==> config.mk <==
export PLATFORM = sky130hd
export DESIGN_NAME = alu_arbiter
export DESIGN_NICKNAME = d
export VERILOG_FILES = /design/src/rtl/alu_arbiter.sv
export SDC_FILE = /design/constraint.sdc
export NUM_CORES = 1
export LEC_CHECK = 0
export CORE_MARGIN = 1.5
export CORE_UTILIZATION = 38
export DETAILED_ROUTE_END_ITERATION = 12
export PLACE_DENSITY = 0.86
export RECOVER_POWER = 25
export SYNTH_ARGS = -nofsm -noshare
export SYNTH_HDL_FRONTEND = slang
export SYNTH_SLANG_ARGS = --single-unit
==> constraint.sdc <==
create_clock -name clk -period 2.45 [get_ports clk]
set_clock_uncertainty 0.05 [all_clocks]
set_input_delay 0.49 -clock clk [delete_from_list [all_inputs] [get_ports clk]]
set_output_delay 0.49 -clock clk [all_outputs]
set_load 0.005 [all_outputs]
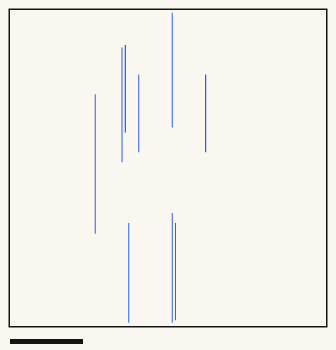
**Above:** M4 wires.
Bar = 20 microns.
longest straight run = 38.1 microns
nets with wire on the layer = 8
final WL: 7840 microns
vias after detailed routing: 2326

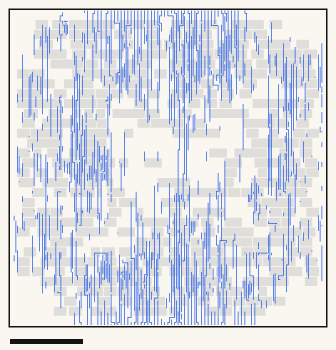
**Above:** the metal 2 layer.
Bar = 20 microns. Cells faint in the background.
longest straight run = 30.8 microns
main direction = vertical
M2 GR Usage: 0.348

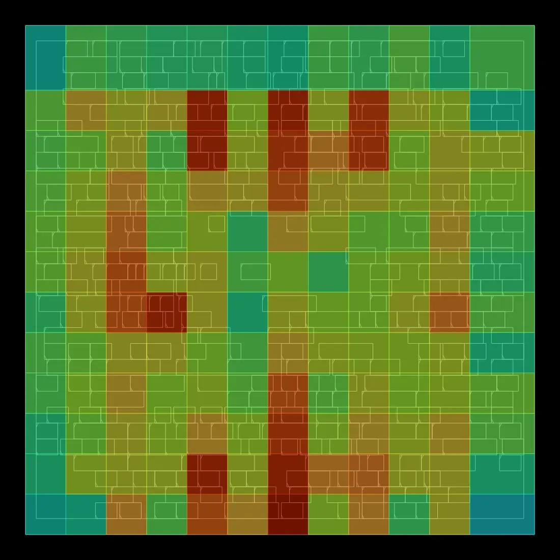
**Above:** congestion heat map.
met1 usage: 0.260
total global-route track usage: 0.210
final core utilization: 0.660
global routing usage on met3: 0.0436
drt wl/cell: 17.3 microns

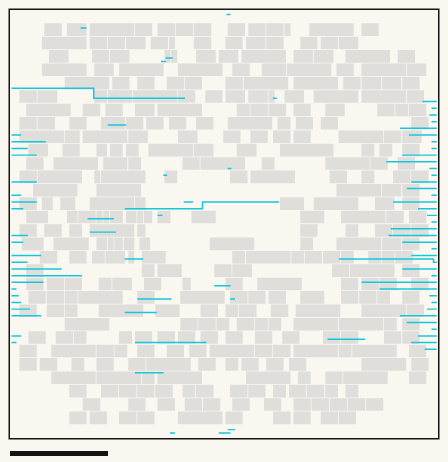
**Above:** the metal 3 layer.
Bar = 20 microns. Cells faint in the background.
wire length on this layer = 405 microns
share of all routed wire = 5.2%
nets with wire on the layer = 74
longest straight run = 19.1 microns

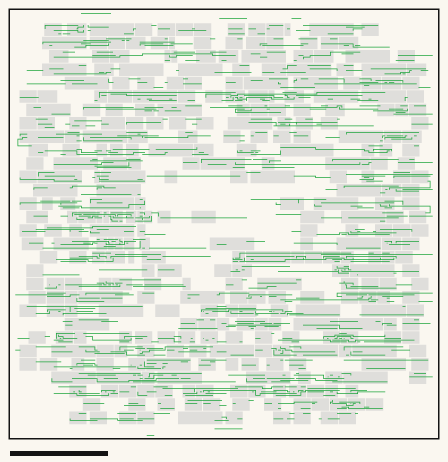
**Above:** signal wires on met1.
Bar = 20 microns. Cells faint in the background.
share of all routed wire = 41%
nets with wire on the layer = 385
wire length on this layer = 3220 microns

==> metrics.csv <==
stage,metric,value,unit
timing,setup_violations,0,
timing,fin_setup_tns,0,ns
job,maxCapViolCount,0,
global_route,grt_pass1_vias,2373,
power_and_ir_drop,power_density,1180,nW/um^2
die,die.size.y,86.9,microns
global_route,grt_pass1_wl,11900,microns
synthesis,ys.flop_type,dfrtp_1,
route,met3_length,404,microns
synthesis,syn_area,2680,sq um
global_route,overflow,0,
synthesis,synth_top_cell_by_count,dfrtp_1,
synthesis,area_leaders,"dfrtp_1, a221o_1, mux2_2",
timing,worstMarginPinSlew,0.901,ns
timing,setup_ws,0.131,ns
synthesis,synth.top_cell.area_share,0.570,
timing,slew_headroom,0.399,
synthesis,avgSynthCellArea,13.5,sq um
setup_path,reg2reg_depth,3,
synthesis,synth-edff-count,0,
route,wl_met1,3220,microns
die,fp_util,0.394,
die,die_x,86.9,microns
synthesis,synthArstFlopShare,1.00,
clock_tree,clkTransAtPathRegs,0.07,ns
power_and_ir_drop,power.switching,1.57,mW
power_and_ir_drop,p_sw_frac,0.298,
final_layout,nets,448,
synthesis,seq_area_frac_synth,0.570,
final_layout,fin_cells,452,
route,vias_per_cell,5.15,
setup_path,crit_required,1.91,ns
global_route,antenna_found_initial,0,
synthesis,syn_inst,198,
setup_path,end_kind,output port,
setup_path,path_cells,nor2_2 -> nand3_1 -> nor2_1 -> clkdlybuf4s50_1,
synthesis,ys.flops,61,
synthesis,syn-num-nets,294,
run_status,status,"finished, final reports clean",
setup_path,crit_type,flop to output port,
power_and_ir_drop,power_frac_comb,0.488,
global_route,grt_start_max_net_pins,37,
die,std_cell_rows,30,
final_layout,diodes,0,
die,core,6790,sq um
route,routed.top_layer,met4,
timing,grt_setup_unrepaired,no,
die,die_area,7560,sq um
min_path,hold_class,flop to flop,
clock_tree,cts.sinks,61,
clock_tree,cts_root_buffer,clkbuf_8,
setup_path,worst_ep_arrival_time,1.78,ns
die,ios,156,
power_and_ir_drop,internal_power,3.71,mW
synthesis,yosysWarnings,0,
clock_tree,htree_num_levels,3,
timing,slew_violations,0,
timing,hold_violations,0,
timing,period_needed,2.32,ns
synthesis,yosysTopAreaCell,dfrtp_1,
timing,worst_hold_slack,0.453,ns
route,antenna_left,0,
clock_tree,numCtsBuffers,9,
final_layout,drive_gt1_frac,0.154,
power_and_ir_drop,ir_drop,0.801,mV
clock_tree,cts.path.max_buffers,2,
power_and_ir_drop,pwr-share-seq,0.343,
setup_path,cp-start-kind,flop,
setup_path,r2r_slack,0.63,ns
clock_tree,clock_latency,0.32,ns
synthesis,ys_cells,198,
job,log.warning_count,26,
setup_path,slowest_stage,clkdlybuf4s50_1,
clock_tree,hold_buffers,0,
route,drc,0,
placed_design,portBuffers,154,
route,wl_met2,3960,microns
clock_tree,cts_tree,done,
power_and_ir_drop,leakage,1.84,nW
placed_design,dp_slack,0.0320,ns
timing,period_used_share,0.947,
setup_path,critPathMaxFanout,7,
placed_design,place_hpwl,5640,microns
synthesis,ys_types,28,
power_and_ir_drop,clkPwrFrac,0.169,
synthesis,yosysChipArea,2680,sq um
final_layout,area_growth,67.4,%
placed_design,dp_cells,437,
setup_path,critical_path.max_stage_delay,0.53,ns
placed_design,place.gp.congestion,0.758,
synthesis,top_cells_by_count,"dfrtp_1, o21a_1, a221o_1",
route,first_pass_iters,4,
min_path,hold_depth,1,
route,drtIter0Drc,89,
timing,fmax,0.431,GHz
clock_tree,post_cts_buffers,0,
## per-stage QoR
| step | area, sq um | total power [mW] |
|---|---|---|
| after detailed placement | 4300 | 4.43 |
| after global routing | 4480 | 5.61 |
| after floorplan | 2680 | 3.12 |
| after global placement | 4300 | 4.33 |
| final | 4480 | 5.28 |
| after CTS | 4500 | 5.35 |
## timing repair
action                                  CTS  global route
endpoints found under the hold margin     0             0
resized                                   0             2
endpoints found under the setup margin    0             2
## cell type report
cell class	instances	area, sq um
inverter	3	11.3
clock inverter	3	45.0
fill	510	2310
clock buffer	12	155
sequential	61	1530
multi-input combinational	116	1020
tap	96	120
timing repair buffer	161	1610
## worst max-delay path, delay by kind of cell (launching register included)
family                 cells  cell delay (ns)
buffers and inverters      1             0.53
flip-flops                 1             0.46
AND/OR/NAND/NOR            3             0.47
## kinds of logic after synthesis
logic type             Yosys count  synth area share
AOI/OAI and AO/OA               77             0.255
DFF                             61             0.570
muxes                           22            0.0916
buffers and inverters           21            0.0505
and+or+nand+nor                 16            0.0318
other                            1           0.00140
## power groups by stage
stage               Clock [mW]  Sequential (mW)  Combinational, mW
global route             0.965             1.87               2.77
CTS                      0.922             1.81               2.62
floorplan                    0             1.83               1.29
detailed placement           0             1.82               2.61
finish                   0.894             1.81               2.58
global placement             0             1.80               2.53
## metal layers
metal / GRT usage / vias to the layer above
met5: 0 / -
met2: 0.348 / 92
met1: 0.260 / 1144
met3: 0.0436 / 20
li1: - / 1070
met4: 0.107 / 0
## placed cells by master (no fill, tap or decap), drive strengths merged, types with 2 or more instances in the layout
| cell | Yosys | routed |
|---|---|---|
| a221o | 23 | 23 |
| and3 | 2 | 2 |
| buf | 13 | 5 |
| clkbuf | 5 | 14 |
| clkdlybuf4s50 | 0 | 150 |
| clkinvlp | 0 | 2 |
| dfrtp | 61 | 61 |
| dlygate4sd3 | 0 | 2 |
| dlymetal6s2s | 0 | 2 |
| inv | 3 | 3 |
| mux2 | 20 | 20 |
| mux2i | 2 | 2 |
| nand3 | 2 | 2 |
| nor2 | 6 | 6 |
| o21a | 24 | 24 |
| o21bai | 12 | 12 |
| o221a | 12 | 12 |
| o2bb2ai | 2 | 2 |
Power is estimated from default activity; no workload was simulated.
